--- src/rtl/writeback_unit.sv ---
// Final pipeline stage: registered register-file write port, LR/SC reservation, SC result and sticky halt.
// Optional retire counter output enabled by defining WB_RETIRE_CNT_EN.
module writeback_unit #(
    parameter int RESV_GRAN = 2
) (
    input  logic        CLK,
    input  logic        RST,
    input  logic        m_valid,
    input  logic        m_stall,
    input  logic        m_reg_write,
    input  logic [2:0]  m_final_mux,
    input  logic [4:0]  m_rd,
    input  logic [31:0] m_alu_out,
    input  logic [31:0] m_dmemload,
    input  logic [31:0] m_pc_plus4,
    input  logic [31:0] m_u_type,
    input  logic        m_mem_read,
    input  logic        m_mem_write,
    input  logic        m_atomic,
    input  logic        m_halt,
    input  logic        snoop_inv,
    input  logic [31:0] snoop_addr,
    output logic        sc_pass,
    output logic        WEN,
    output logic [4:0]  wsel,
    output logic [31:0] wdat,
    output logic        halt,
    output logic        resv_valid,
    output logic [31:0] resv_addr
`ifdef WB_RETIRE_CNT_EN
    ,
    output logic [31:0] retire_cnt
`endif
);

    logic        accept;
    logic [31:0] wb_data;
    logic        resv_valid_next;
    logic [31:0] resv_addr_next;

    // Word-granular compare: low RESV_GRAN bits are ignored.
    function automatic logic addr_match(input logic [31:0] a, input logic [31:0] b);
        return ((a ^ b) >> RESV_GRAN) == 32'd0;
    endfunction

    assign accept  = m_valid & ~m_stall & ~halt;
    assign sc_pass = m_valid & m_mem_write & m_atomic & resv_valid
                   & addr_match(m_alu_out, resv_addr);

    always_comb begin
        wb_data = m_alu_out;
        case (m_final_mux)
            3'd1:    wb_data = m_dmemload;
            3'd2:    wb_data = m_pc_plus4;
            3'd3:    wb_data = m_u_type;
            3'd4:    wb_data = {31'd0, ~sc_pass};
            default: wb_data = m_alu_out;
        endcase
    end

    // Snoop is checked against the post-update address so it also kills a same-cycle LR.
    always_comb begin
        resv_valid_next = resv_valid;
        resv_addr_next  = resv_addr;
        if (accept) begin
            if (m_mem_write & m_atomic) begin
                resv_valid_next = 1'b0;
            end else if (m_mem_read & m_atomic) begin
                resv_valid_next = 1'b1;
                resv_addr_next  = m_alu_out;
            end else if (m_mem_write & addr_match(m_alu_out, resv_addr)) begin
                resv_valid_next = 1'b0;
            end
        end
        if (snoop_inv & addr_match(snoop_addr, resv_addr_next)) begin
            resv_valid_next = 1'b0;
        end
    end

    always_ff @(posedge CLK) begin
        if (RST) begin
            WEN        <= 1'b0;
            wsel       <= 5'd0;
            wdat       <= 32'd0;
            halt       <= 1'b0;
            resv_valid <= 1'b0;
            resv_addr  <= 32'd0;
        end else begin
            WEN        <= accept & m_reg_write & (m_rd != 5'd0);
            resv_valid <= resv_valid_next;
            resv_addr  <= resv_addr_next;
            if (accept) begin
                wsel <= m_rd;
                wdat <= wb_data;
                if (m_halt) begin
                    halt <= 1'b1;
                end
            end
        end
    end

`ifdef WB_RETIRE_CNT_EN
    // Counts every accepted instruction, halt included; accept is already false once halted.
    always_ff @(posedge CLK) begin
        if (RST) begin
            retire_cnt <= 32'd0;
        end else if (accept) begin
            retire_cnt <= retire_cnt + 32'd1;
        end
    end
`endif

endmodule

--- config.mk ---
export PLATFORM = sky130hd
export DESIGN_NAME = writeback_unit
export DESIGN_NICKNAME = d
export VERILOG_FILES = /design/src/rtl/writeback_unit.sv
export SDC_FILE = /design/constraint.sdc
export NUM_CORES = 1
export LEC_CHECK = 0
export ABC_CLOCK_PERIOD_IN_PS = 2800
export CAP_MARGIN = 30
export CELL_PAD_IN_SITES_DETAIL_PLACEMENT = 1
export CELL_PAD_IN_SITES_GLOBAL_PLACEMENT = 2
export CORE_MARGIN = 3
export CORE_UTILIZATION = 20
export DETAILED_ROUTE_END_ITERATION = 8
export PLACE_DENSITY = 0.86
export SETUP_SLACK_MARGIN = 0.2
export SLEW_MARGIN = 0
export SYNTH_ARGS = -nofsm -noshare
export SYNTH_HDL_FRONTEND = slang
export SYNTH_SLANG_ARGS = --single-unit
--- constraint.sdc ---
create_clock -name CLK -period 2.8 [get_ports CLK]
set_input_delay 0.56 -clock CLK [delete_from_list [all_inputs] [get_ports CLK]]
set_output_delay 0.56 -clock CLK [all_outputs]
set_load 0.01 [all_outputs]
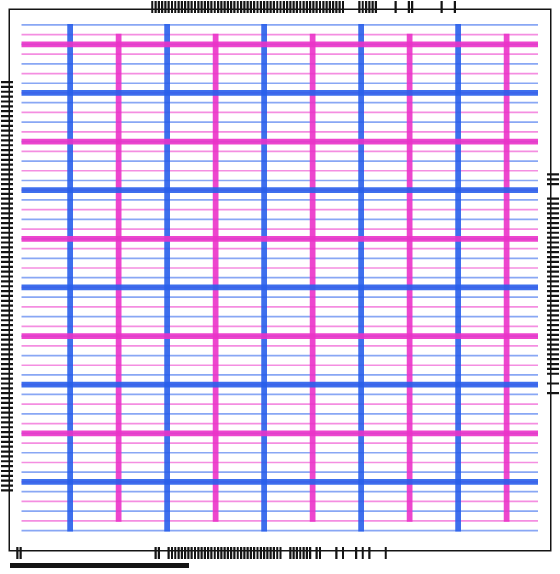
(floorplan with the power grid)
Bar = 50 um. Pins as bars on the die edge.
[VDD] magenta
[VSS] blue
rows: 52
met5 straps: 10
Core Area: 20400 sq um
die outline height: 151 um
Horiz. Die Dim: 151 um
maximum resistive drop on vdd: 0.260 mV

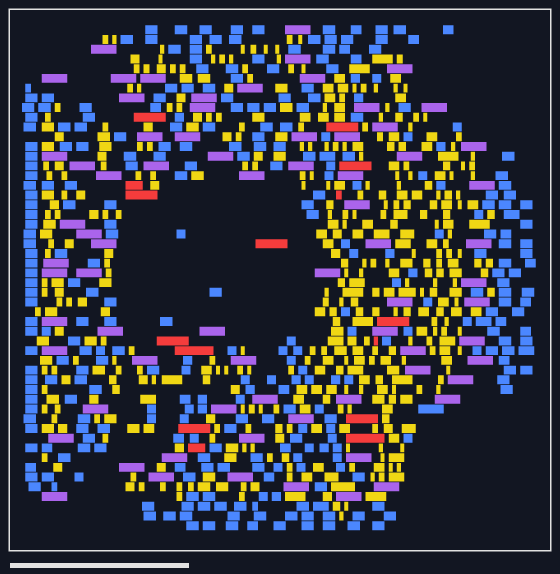
(cells colored by class)
Bar = 50 um.
[remaining logic cells] yellow | cells: 418 | share of their area: 37%
[registers] purple | cells: 72 | share of their area: 19%
[clock drivers and dummy loads] red | cells: 15 | share of their area: 4.3%
[remaining buffers and delay cells] blue | cells: 317 | share of their area: 40%

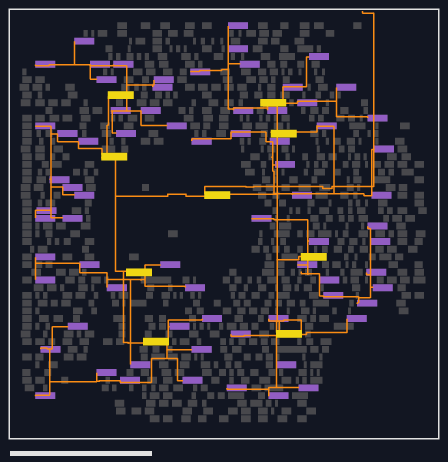
(clock distribution)
Bar = 50 um.
[flip-flops] purple | count: 72
[clock-net drivers] yellow | count: 9
[clock wires] orange | length: 1360 um
routed clock nets: 10
flops lie: widely spread

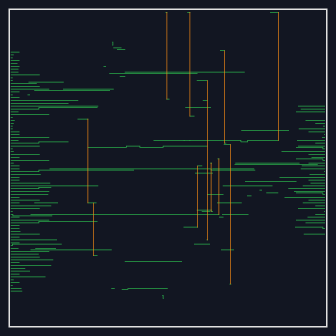
(routed metal, one color a layer)
Two of the layers only.
[M3] green | wire length: 2240 um
[M4] orange | wire length: 484 um

==> reports/results.ini <==
[run_status]
outcome=finished clean

[place]
place_area_sq_um=7400
hpwlAfterDp_um=19400

[routing]
vias=5406
wirelength_met1_um=9990
drt-initial-drc-count=320
drc=0

[worst_setup_path]
worst_setup_path_type=input pin to output port
timing.critical_path.depth=7
crit_path_start=m_alu_out[2]
worst-r2r-cell-count=8
regToRegStartpoint=halt$_SDFFE_PP0P_
critical_path.max_fanout=2

[final_timing]
timing.max_slew.rel_slack=0.666
maxClockFrequency_mhz=390
final-setup-viol-count=0

[floorplanning]
floorplan.die_area_sq_um=22800
floorplanUtilization=0.206

[run]
stage_log_warnings=28

[pwr]
power_frac_clock=0.404
power.leakage_nw=3.13
top_power_group=the clock network
power.sequential.total_mw=1.10
power_frac_seq=0.340

[finish]
most_numerous_logic_cell_after_layout=sky130_fd_sc_hd__clkdlybuf4s50_1
fill_count=2400
clockBufferCount=12
final_cells=1093
final-seq-area_sq_um=1440
num_antenna_cells=1
combAreaFraction=0.343

[worst_hold_path]
classification_of_the_worst_slack_hold_path=flip-flop to flip-flop
timing.hold.worst.start=wsel[0]$_SDFFE_PP0N_

[grt]
largest_net_degree_at_the_start_of_global_routing=39
number_of_global_route_vias_before_repair=5544
global_route.usage.met1=0.248

[clocking]
cts_root_buf=sky130_fd_sc_hd__clkbuf_16
cts_inserted_buffers=9
cts_hold_buf=0

[synthesis]
mappedNetlistArea_sq_um=4210
ys_area_sq_um=4210
synth_flop_count=72
muxShareOfSynthArea=0.0143
synth_largest_type_area_fraction=0.343
synthAdderAreaFrac=0
synth_cells=526
common_cells=sky130_fd_sc_hd__a21oi_1 (99), sky130_fd_sc_hd__dfxtp_1 (72), sky130_fd_sc_hd__nand2_1 (54), sky130_fd_sc_hd__xor2_1 (39)
synth_area_leader_cell=sky130_fd_sc_hd__dfxtp_1
main_logic_family=AND-OR/OR-AND gates
post_synth.cell_area_avg_sq_um=8.00

